--- src/rtl/regfile_pkg.sv ---
// rtl/regfile_pkg.sv - shared widths and FSM state type for the operand fetch controller
package regfile_pkg;

  localparam int ADDR_W = 5;
  localparam int DATA_W = 32;
  localparam logic [ADDR_W-1:0] ZERO_REG = '0;

  typedef enum logic [1:0] {
    IDLE = 2'd0,
    READ = 2'd1,
    RESP = 2'd2
  } state_t;

endpackage

--- src/rtl/wb_buffer.sv ---
// rtl/wb_buffer.sv - one-entry writeback holding register with drain and forwarding compare
module wb_buffer
  import regfile_pkg::*;
(
  input  logic              clk,
  input  logic              reset,
  input  logic              wbValid,
  output logic              wbReady,
  input  logic [ADDR_W-1:0] wbReg,
  input  logic [DATA_W-1:0] wbData,
  input  logic              drain_ok,
  output logic              CONTROL_REG_WRITE,
  output logic [ADDR_W-1:0] writeReg,
  output logic [DATA_W-1:0] writeData,
  input  logic [ADDR_W-1:0] fwd_idx1,
  input  logic [ADDR_W-1:0] fwd_idx2,
  output logic              fwd_hit1,
  output logic              fwd_hit2,
  output logic [DATA_W-1:0] fwd_data
);

  logic              pend;
  logic [ADDR_W-1:0] held_reg;
  logic [DATA_W-1:0] held_data;
  logic              load;

  assign CONTROL_REG_WRITE = pend && drain_ok;
  assign wbReady           = !pend || CONTROL_REG_WRITE;
  // Writes to register zero are swallowed here so they never occupy the entry.
  assign load              = wbValid && wbReady && (wbReg != ZERO_REG);

  assign writeReg  = pend ? held_reg  : '0;
  assign writeData = pend ? held_data : '0;
  assign fwd_hit1  = pend && (held_reg == fwd_idx1);
  assign fwd_hit2  = pend && (held_reg == fwd_idx2);
  assign fwd_data  = held_data;

  always_ff @(posedge clk or posedge reset) begin
    if (reset) begin
      pend      <= 1'b0;
      held_reg  <= '0;
      held_data <= '0;
    end else if (load) begin
      pend      <= 1'b1;
      held_reg  <= wbReg;
      held_data <= wbData;
    end else if (CONTROL_REG_WRITE) begin
      pend      <= 1'b0;
    end
  end

endmodule

--- src/rtl/operand_fetch_ctrl.sv ---
// rtl/operand_fetch_ctrl.sv - register-file initiator: operand fetch FSM with buffered, forwarded writeback
module operand_fetch_ctrl
  import regfile_pkg::*;
(
  input  logic              clk,
  input  logic              reset,
  input  logic              reqValid,
  output logic              reqReady,
  input  logic [ADDR_W-1:0] rs,
  input  logic [ADDR_W-1:0] rt,
  output logic              rspValid,
  input  logic              rspReady,
  output logic [DATA_W-1:0] operand1,
  output logic [DATA_W-1:0] operand2,
  input  logic              wbValid,
  output logic              wbReady,
  input  logic [ADDR_W-1:0] wbReg,
  input  logic [DATA_W-1:0] wbData,
  output logic [ADDR_W-1:0] readReg1,
  output logic [ADDR_W-1:0] readReg2,
  input  logic [DATA_W-1:0] readData1,
  input  logic [DATA_W-1:0] readData2,
  output logic [ADDR_W-1:0] writeReg,
  output logic [DATA_W-1:0] writeData,
  output logic              CONTROL_REG_WRITE
);

  state_t            state;
  logic [ADDR_W-1:0] rs_q;
  logic [ADDR_W-1:0] rt_q;
  logic              fwd_hit1;
  logic              fwd_hit2;
  logic [DATA_W-1:0] fwd_data;
  logic [DATA_W-1:0] fetch_val1;
  logic [DATA_W-1:0] fetch_val2;

  assign reqReady = (state == IDLE);
  assign rspValid = (state == RESP);
  assign readReg1 = (state == IDLE) ? ZERO_REG : rs_q;
  assign readReg2 = (state == IDLE) ? ZERO_REG : rt_q;

  // Draining is held off in READ so the read ports see a quiet register file.
  wb_buffer u_wb_buffer (
    .clk               (clk),
    .reset             (reset),
    .wbValid           (wbValid),
    .wbReady           (wbReady),
    .wbReg             (wbReg),
    .wbData            (wbData),
    .drain_ok          (state != READ),
    .CONTROL_REG_WRITE (CONTROL_REG_WRITE),
    .writeReg          (writeReg),
    .writeData         (writeData),
    .fwd_idx1          (rs_q),
    .fwd_idx2          (rt_q),
    .fwd_hit1          (fwd_hit1),
    .fwd_hit2          (fwd_hit2),
    .fwd_data          (fwd_data)
  );

  assign fetch_val1 = (rs_q == ZERO_REG) ? '0 : (fwd_hit1 ? fwd_data : readData1);
  assign fetch_val2 = (rt_q == ZERO_REG) ? '0 : (fwd_hit2 ? fwd_data : readData2);

  always_ff @(posedge clk or posedge reset) begin
    if (reset) begin
      state    <= IDLE;
      rs_q     <= '0;
      rt_q     <= '0;
      operand1 <= '0;
      operand2 <= '0;
    end else begin
      case (state)
        IDLE: if (reqValid) begin
          state <= READ;
          rs_q  <= rs;
          rt_q  <= rt;
        end
        READ: begin
          state    <= RESP;
          operand1 <= fetch_val1;
          operand2 <= fetch_val2;
        end
        RESP: if (rspReady) state <= IDLE;
        default: state <= IDLE;
      endcase
    end
  end

endmodule

--- config.mk ---
export PLATFORM = sky130hd
export DESIGN_NAME = operand_fetch_ctrl
export DESIGN_NICKNAME = d
export VERILOG_FILES = /design/src/rtl/regfile_pkg.sv /design/src/rtl/wb_buffer.sv /design/src/rtl/operand_fetch_ctrl.sv
export SDC_FILE = /design/constraint.sdc
export NUM_CORES = 1
export LEC_CHECK = 0
export ABC_CLOCK_PERIOD_IN_PS = 4500
export CORE_ASPECT_RATIO = 2
export CORE_UTILIZATION = 43
export CTS_CLUSTER_SIZE = 24
export DETAILED_ROUTE_END_ITERATION = 10
export PLACE_DENSITY = 0.8
export SYNTH_ARGS = -nofsm -noshare
export SYNTH_HDL_FRONTEND = slang
export SYNTH_SLANG_ARGS = --single-unit
--- constraint.sdc ---
create_clock -name clk -period 4.5 [get_ports clk]
set_input_delay 0.9 -clock clk [delete_from_list [all_inputs] [get_ports clk]]
set_output_delay 0.9 -clock clk [all_outputs]
set_load 0.005 [all_outputs]
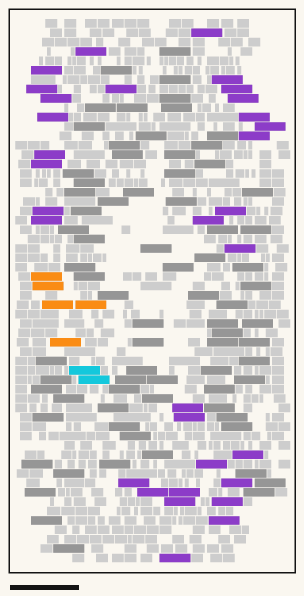
**Above:** sequential cells coloured by netlist name.
The bar under the picture is 20 um long. Other sequential cells in the stronger grey, the rest of the logic in the fainter grey.
legend:
  u_wb_buffer.held_reg:
    colour: orange
    sequential_cells: 5
    where: left middle
  operand1:
    colour: purple
    sequential_cells: 32
    where: widely spread
  state:
    colour: cyan
    sequential_cells: 2
not coloured: 75

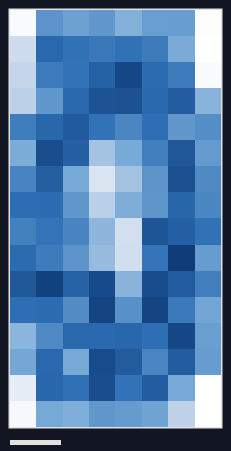
**Above:** cell density map.
The bar under the picture is 20 um long. The die is cut into 8 by 16 equal tiles; white is low, dark blue is high, 0 to 100% covered.
emptiest ninth of the die: middle
nearly empty tiles: 3.1%
mean over tiles: 62%
fullest tile: 95%

==> summary.json <==
{
  "power.density_cell_area_nw_per_um2": 632,
  "die.size.x_um": 82.5,
  "grt_met1_use_pct": 30.3,
  "power_frac_seq_pct": 33.3,
  "well_tap_count": 150,
  "post_cts.repair.setup_buffers": 0,
  "synth_async_reset_ratio_pct": 100,
  "post_cts_hold_buffer_count": 0,
  "vdd_drop_max_uv": 446,
  "max_freq_ghz": 0.312,
  "synth-xor-area-share_pct": 1.57,
  "die_height_um": 163,
  "diodes": 0,
  "layout.buffer.nonclock.area_share_pct": 28.4,
  "clk-insertion-delay-late_ps": 410,
  "finalMaxSlewViolations": 0,
  "filler_cell_count": 987,
  "internal_power_mw": 3.49,
  "dpl.hpwl_mm": 13.3,
  "skew_ps": 7.53,
  "dr_total_vias": 5306,
  "synth.avg_cell_area_um2": 10.1,
  "enable_flop_cells": 0,
  "synth_cells": 552,
  "max-cap-violations": 0,
  "category_of_the_critical_setup_timing_path": "reg2out",
  "cp_data_arrival_time_ps": 2310,
  "grt_setup_unrepaired": "no",
  "drc_errors_left": 0,
  "setup-tns-final_ps": 0,
  "antenna_found_initial": 0,
  "hold_path.class": "reg2reg",
  "max_slew_margin_pct": 22.5,
  "first_pass_grt_wire_length_mm": 28.3,
  "flop_area_um2": 2850,
  "routed.top_layer": "met4",
  "grt_overflow": 0,
  "rows": 58,
  "tritoncts": "yes",
  "swShare_pct": 34.9,
  "synth_flops": 114,
  "wl_met2_mm": 10.1,
  "ys_cells": 552,
  "chipArea_um2": 13400,
  "p_leak_nw": 3.38,
  "postSynth.topFlopCell": "sky130_fd_sc_hd__dfrtp_1",
  "clockNetworkAreaShare_pct": 6.22,
  "post_route_cells_drive_above_1_share_pct": 10.6,
  "synthToLayoutAreaGrowth_pct": 52.3,
  "globalplace.congestion": 0.824,
  "clock_sink_count": 114,
  "tool_warnings": 26,
  "htreeDepth": 4,
  "synth_compound_gate_area_share_pct": 9.61,
  "synth_cell_types": 31,
  "floorplan.nets": 668,
  "met3_wirelength_from_detailed_routing_mm": 1.13,
  "inv_count": 4,
  "postSynthSeqShare_pct": 51.2,
  "tightestPinTransition_ps": 1160,
  "maximum_number_of_pins_on_one_net_before_global_route_repair": 60,
  "outcome": "completed",
  "nClkBuffers": 23,
  "layout.nets": 878,
  "use_met3_pct": 6.11,
  "timing.final.crit_period_ps": 3210,
  "clock_power_share_pct": 22.4,
  "stdcell_area_um2": 8490,
  "globalRouteTotalUtil_pct": 29.1,
  "placedInstanceArea_um2": 7960,
  "synth.yosys.warnings": 0
}
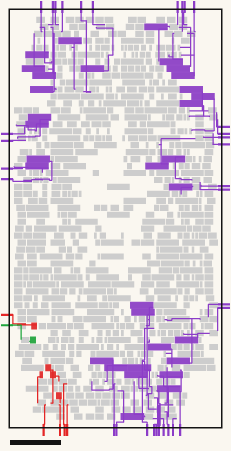
**Above:** nets reached from selected ports.
The bar under the picture is 20 um long.
legend:
  reqValid:
    colour: green
    bits: 1
    direction: input
    edge: left
    end_cells: 1
    wire: 10.0 um
  readReg1:
    colour: red
    bits: 5
    direction: output
    edge: 4 bottom, 1 left
    end_cells: 5
    wire: 94.4 um
  operand1:
    colour: purple
    bits: 32
    direction: output
    edge: 10 bottom, 10 top, 8 right, 4 left
    end_cells: 32
    wire: 1010 um
number of port buffers: 230
number of top-level pins: 231

[placed cells by master (no fill, tap or decap), types with 6 or more instances in the layout]
cell,n
sky130_fd_sc_hd__dfrtp_1,114
sky130_fd_sc_hd__and2_1,42
sky130_fd_sc_hd__buf_4,12
sky130_fd_sc_hd__clkbuf_16,17
sky130_fd_sc_hd__nor2b_1,8
sky130_fd_sc_hd__mux2_1,8
sky130_fd_sc_hd__xor2_1,8
sky130_fd_sc_hd__nand2_1,131
sky130_fd_sc_hd__clkdlybuf4s50_1,230
sky130_fd_sc_hd__mux2_2,26
sky130_fd_sc_hd__nand4_1,64
sky130_fd_sc_hd__o211ai_1,64
sky130_fd_sc_hd__mux2_4,10
sky130_fd_sc_hd__clkinv_2,6
[metrics by stage]
step	instances	setup WS [ps]
floorplan	552	584
global placement	893	1370
detailed placement	893	1310
CTS	923	1290
global route	923	1170
finish	923	1290
[power by group through the flow]
stage / Sequential (mW) / Clock [mW] / Combinational (mW)
after floorplan: 1.71 / 0 / 1.11
after global placement: 1.77 / 0 / 2.30
after detailed placement: 1.79 / 0 / 2.36
after CTS: 1.78 / 1.22 / 2.38
after global routing: 1.83 / 1.26 / 2.57
final: 1.78 / 1.20 / 2.37
[critical path: stages, from the launching register on]
cell and delay (ps):
sky130_fd_sc_hd__dfrtp_1 820, sky130_fd_sc_hd__buf_4 350, sky130_fd_sc_hd__and2_1 220, sky130_fd_sc_hd__clkdlybuf4s50_1 520
[path summary, 6_finish.rpt]
kind / slack, ps / depth (start not counted) / start / end
min in group asynchronous: 990 / 2 / reset / operand1[1]
setup reg to reg: 1620 / 5 / state[1] / operand1[26]
max in group asynchronous: 2700 / 3 / reset / u_wb_buffer.fwd_data[4]
setup / recovery: 1290 / 3 / u_wb_buffer.pend / writeData[31]
hold / removal: 490 / 2 / operand2[27] / operand2[27]
hold reg to reg: 490 / 2 / operand2[27] / operand2[27]
[synth_stat cells, types with 2 or more instances]
cell type / number / area (um2)
sky130_fd_sc_hd__mux2_4: 10 / 150
sky130_fd_sc_hd__nand4_1: 64 / 400
sky130_fd_sc_hd__dfrtp_1: 114 / 2850
sky130_fd_sc_hd__buf_2: 6 / 30.0
sky130_fd_sc_hd__and2_0: 3 / 18.8
sky130_fd_sc_hd__o21ai_0: 3 / 15.0
sky130_fd_sc_hd__nor2_1: 3 / 11.3
sky130_fd_sc_hd__inv_1: 4 / 15.0
sky130_fd_sc_hd__mux2_2: 26 / 293
sky130_fd_sc_hd__clkbuf_1: 38 / 143
sky130_fd_sc_hd__nor2b_1: 8 / 50.1
sky130_fd_sc_hd__nor4_1: 2 / 12.5
sky130_fd_sc_hd__mux2_1: 8 / 90.1
sky130_fd_sc_hd__xor2_1: 8 / 70.1
sky130_fd_sc_hd__xnor2_1: 2 / 17.5
sky130_fd_sc_hd__nand2b_1: 2 / 12.5
sky130_fd_sc_hd__a21oi_2: 2 / 17.5
sky130_fd_sc_hd__nand2_1: 131 / 492
sky130_fd_sc_hd__o211ai_1: 64 / 480
sky130_fd_sc_hd__buf_4: 4 / 30.0
sky130_fd_sc_hd__and2_1: 40 / 250
